[src/rtl/cnt_monitor_pkg.sv]
// Shared types and widths for the counter step monitor.
package cnt_monitor_pkg;

  localparam int unsigned ERR_CNT_W = 16;
  localparam int unsigned RUN_CNT_W = 4;

  typedef enum logic [1:0] {
    IDLE,
    ACQ,
    LOCKED
  } cnt_mon_state_t;

endpackage

[src/rtl/cnt_monitor_sat_cnt.sv]
// Saturating up-counter with synchronous clear; holds at all-ones.
module cnt_monitor_sat_cnt #(
  parameter int unsigned W = 16
) (
  input  logic         clk,
  input  logic         clr,
  input  logic         inc,
  output logic [W-1:0] count
);

  always_ff @(posedge clk) begin
    if (clr) begin
      count <= '0;
    end else if (inc && (count != '1)) begin
      count <= count + W'(1);
    end
  end

endmodule

[src/rtl/cnt_monitor.sv]
// Checks that each accepted counter sample is one step from the previous one,
// tracking lock, wrap events and a saturating error tally.
module cnt_monitor
  import cnt_monitor_pkg::*;
#(
  parameter int unsigned WIDTH    = 8,
  parameter int unsigned INC_DEC  = 1,
  parameter int unsigned LOCK_CNT = 4,
  parameter int unsigned ERR_MAX  = 3
) (
  input  logic                 clk,
  input  logic                 rst,
  input  logic [WIDTH-1:0]     cnt_in,
  input  logic                 valid_in,
  output logic                 wrap_o,
  output logic                 step_err_o,
  output logic                 locked_o,
  output logic [ERR_CNT_W-1:0] err_cnt_o
);

  cnt_mon_state_t       state;
  logic [WIDTH-1:0]     prev;
  logic [RUN_CNT_W-1:0] good_cnt;
  logic [RUN_CNT_W-1:0] bad_cnt;

  logic [WIDTH-1:0]     exp_c;
  logic                 good_c;
  logic                 wrap_pt_c;
  logic                 err_inc_c;
  logic [RUN_CNT_W-1:0] good_nxt_c;
  logic [RUN_CNT_W-1:0] bad_nxt_c;

  // Step expectation; a repeated value never matches exp_c, so it is a mis-step.
  always_comb begin
    exp_c      = (INC_DEC != 0) ? (prev + WIDTH'(1)) : (prev - WIDTH'(1));
    good_c     = (cnt_in == exp_c);
    wrap_pt_c  = (INC_DEC != 0) ? (prev == '1) : (prev == '0);
    err_inc_c  = valid_in && (state != IDLE) && !good_c;
    good_nxt_c = good_cnt + RUN_CNT_W'(1);
    bad_nxt_c  = bad_cnt + RUN_CNT_W'(1);
  end

  always_ff @(posedge clk) begin
    if (rst) begin
      state      <= IDLE;
      prev       <= '0;
      good_cnt   <= '0;
      bad_cnt    <= '0;
      wrap_o     <= 1'b0;
      step_err_o <= 1'b0;
      locked_o   <= 1'b0;
    end else begin
      wrap_o     <= 1'b0;
      step_err_o <= 1'b0;
      if (valid_in) begin
        prev <= cnt_in;
        unique case (state)
          IDLE: begin
            state    <= ACQ;
            good_cnt <= '0;
          end
          ACQ: begin
            if (good_c) begin
              wrap_o   <= wrap_pt_c;
              good_cnt <= good_nxt_c;
              if (good_nxt_c == RUN_CNT_W'(LOCK_CNT)) begin
                state    <= LOCKED;
                locked_o <= 1'b1;
                bad_cnt  <= '0;
              end
            end else begin
              good_cnt   <= '0;
              step_err_o <= 1'b1;
            end
          end
          LOCKED: begin
            if (good_c) begin
              wrap_o  <= wrap_pt_c;
              bad_cnt <= '0;
            end else begin
              step_err_o <= 1'b1;
              bad_cnt    <= bad_nxt_c;
              if (bad_nxt_c == RUN_CNT_W'(ERR_MAX)) begin
                state    <= ACQ;
                locked_o <= 1'b0;
                good_cnt <= '0;
              end
            end
          end
          default: state <= IDLE;
        endcase
      end
    end
  end

  // Lifetime mis-step tally, cleared only by reset.
  cnt_monitor_sat_cnt #(
    .W(ERR_CNT_W)
  ) u_err_cnt (
    .clk  (clk),
    .clr  (rst),
    .inc  (err_inc_c),
    .count(err_cnt_o)
  );

endmodule

[config.mk]
export PLATFORM = sky130hd
export DESIGN_NAME = cnt_monitor
export DESIGN_NICKNAME = d
export VERILOG_FILES = /design/src/rtl/cnt_monitor_pkg.sv /design/src/rtl/cnt_monitor_sat_cnt.sv /design/src/rtl/cnt_monitor.sv
export SDC_FILE = /design/constraint.sdc
export NUM_CORES = 1
export LEC_CHECK = 0
export ABC_AREA = 1
export CORE_MARGIN = 10
export CORE_UTILIZATION = 55
export DETAILED_ROUTE_END_ITERATION = 7
export PLACE_DENSITY = 0.79
export SKIP_CTS_REPAIR_TIMING = 1
export SLEW_MARGIN = 20
export SYNTH_ARGS = -nofsm -noshare
export SYNTH_HDL_FRONTEND = slang
export SYNTH_HIERARCHICAL = 1
export SYNTH_SLANG_ARGS = --single-unit
[constraint.sdc]
create_clock -name clk -period 3.87 [get_ports clk]
set_input_delay 0.387 -clock clk [delete_from_list [all_inputs] [get_ports clk]]
set_output_delay 0.387 -clock clk [all_outputs]
set_load 0.005 [all_outputs]
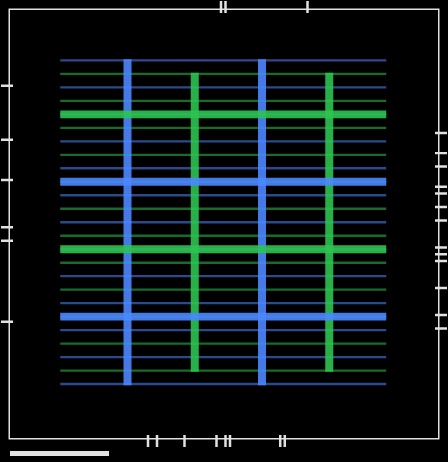
run_1/floorplan.png
The bar under the picture is 20 um long. Pins as bars on the die edge.
green -> VDD
blue -> VSS
signal pins = 30
met1 rails = 25
rows = 24
die height: 86.3 um
core area: 4290 um^2
Die Wd: 86.3 um
maximum vdd drop: 0.000154 V

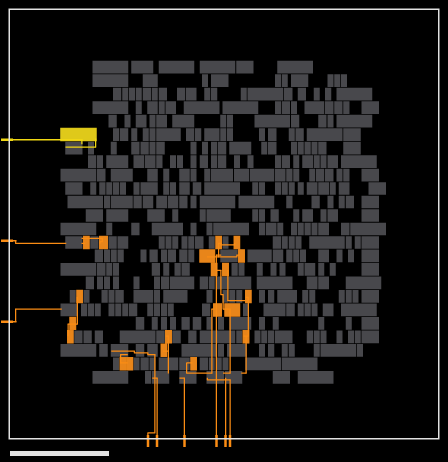
run_1/port_trees.png
The bar under the picture is 20 um long.
yellow -> `locked_o`  # bits 1, direction output, end cells 1, buffers 1, wire 22.6 um
orange -> `cnt_in`  # bits 8, direction input, end cells 20, buffers 8, wire 259 um
I/O pin count: 30
IO Port Bufs: 29

==> Slide: Implementation Results, run 1 <==
Run Summary

Critical path
  • Crit-path cells: ha_1, nand2_2, nor2_4, nand3_1, nand3_1, nand2_2, nand3_4, nand2_1, inv_1, nand3_1, or2_0, nor2_1, nand3_1, nand2_1, nor2_1
  • Worst stage delay on the critical path: 0.42 ns
  • Worst path buffer plus inverter count: 1
  • Slowest cell on crit path: dfxtp_1

Placement
  • DP Area: 2750 um^2
  • GPL Wtd Cong: 0.853

CTS
  • CTS sink cnt: 37
  • Clock Tree Buf Depth: 2

Detailed routing
  • Pre-antenna DRT Iters: 4
  • Met2 WL: 2700 um
  • DRT met1 WL: 2320 um
  • DR WL met3: 287 um
  • Via count: 2428

Hold path
  • Worst hold path cell count: 2

Timing
  • Max Slew Vio Count: 0
  • Fmax: 412 MHz

Status
  • Status: completed

Layout
  • Reg area: 741 um^2
  • Signal buf overhead: 0.102
  • Final #Nets: 439

Logic synthesis
  • Flip-flops with a built-in enable: 0
  • Yosys cell types: 26
  • Synth top area share: 0.306
  • Registers, synthesis: 37
  • Ys flop type: dfxtp_1

Global routing
  • M3 GR Usage: 0.0450
  • Vias in the first global route: 2271
  • First-pass GRT wire length: 9670 um

Pwr
  • Clock network power: 270 uW
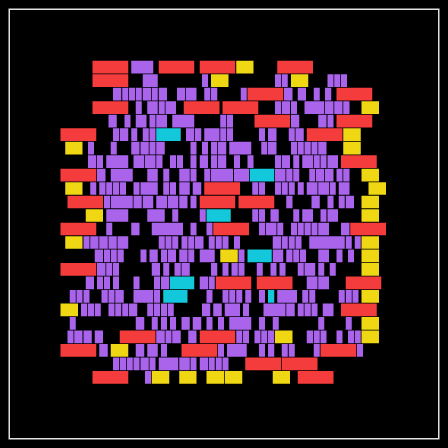
run_1/class_map.png
purple -> remaining logic cells  # cells 345, share of their area 60%
yellow -> remaining buffers and delay cells  # cells 29, share of their area 10%
cyan -> clock drivers and dummy loads  # cells 7, share of their area 3.1%
red -> registers  # cells 37, share of their area 27%
fin area: 2840 um^2
fraction of area in registers: 0.261
std cell rows: 24
fin util: 0.661

==> run 2, diff against run 1 <==
==> constraint.sdc (replaced) <==
create_clock -name clk -period 2.35 [get_ports clk]
set_input_delay 0.235 -clock clk [delete_from_list [all_inputs] [get_ports clk]]
set_output_delay 0.235 -clock clk [all_outputs]
set_load 0.005 [all_outputs]
==> Slide: Implementation Results, run 2 <==
Run Summary

CTS
  • Clock Tree Buf Depth: 2 (unchanged)
  • CTS sink cnt: 37 (unchanged)

Layout
  • Final #Nets: 442 (+0.68%)
  • Reg area: 743 um^2 (+0.34%)

Logic synthesis
  • Flip-flops with a built-in enable: 0 (unchanged)
  • Synth top area share: 0.306 (unchanged)
  • Ys flop type: dfxtp_1
  • Yosys cell types: 26 (unchanged)

Critical path
  • Worst stage delay on the critical path: 0.38 ns (-0.04 ns)
  • Crit-path cells: ha_4, nand2_2, nor2_4, nand3_1, nand3_1, nand2_2, nand3_4, nand2_1, inv_2, nand3_1, or2_0, nor2_1, nand3_1, nand2_1, nor2_1
  • Slowest cell on crit path: dfxtp_2

Placement
  • GPL Wtd Cong: 0.818 (-4.2%)
  • DP Area: 2770 um^2 (+0.82%)
  • IO Port Bufs: 29 (unchanged)

Timing
  • Fmax: 471 MHz (+14%)
  • Max Slew Vio Count: 0 (unchanged)

Global routing
  • M3 GR Usage: 0.0497 (+0.00469)
  • Vias in the first global route: 2340 (+3.0%)

Floorplan
  • I/O pin count: 30 (unchanged)
  • Die height: 86.3 um (unchanged)
  • Std cell rows: 24 (unchanged)
  • Core area: 4290 um^2 (unchanged)

Detailed routing
  • Via count: 2402 (-1.1%)
  • DR WL met3: 307 um (+7.0%)
  • Pre-antenna DRT Iters: 4 (unchanged)
  • Met2 WL: 2670 um (-1.4%)

Pwr
  • Maximum vdd drop: 0.000432 V (+180%)
  • Clock network power: 446 uW (+65%)

Status
  • Status: completed
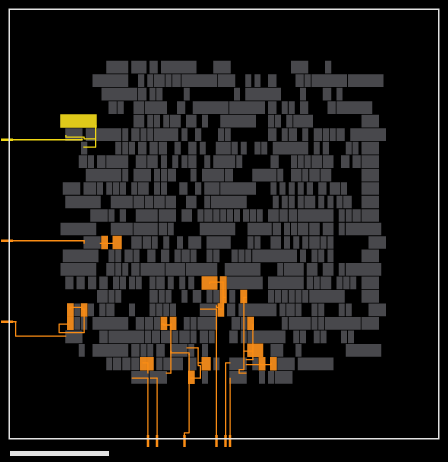
run_2/port_trees.png
The bar under the picture is 20 um long.
yellow -> `locked_o`  # bits 1, direction output, end cells 1, buffers 1, wire 27.7 um
orange -> `cnt_in`  # bits 8, direction input, end cells 20, buffers 8, wire 228 um

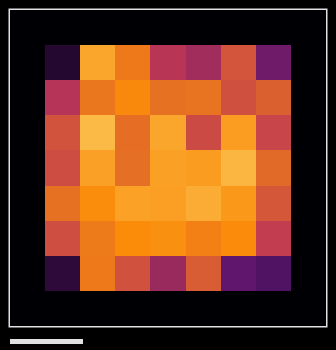
run_2/util_map.png
The bar under the picture is 20 um long. The die is cut into 9 by 9 equal tiles; black is low, pale yellow is high, 0 to 100% covered.
nearly empty tiles = 40%
emptiest ninth of the die = bottom right
densest ninth of the die = middle
floorplan utilization: 0.564
fin util: 0.670

Power and IR drop assume default switching activity.
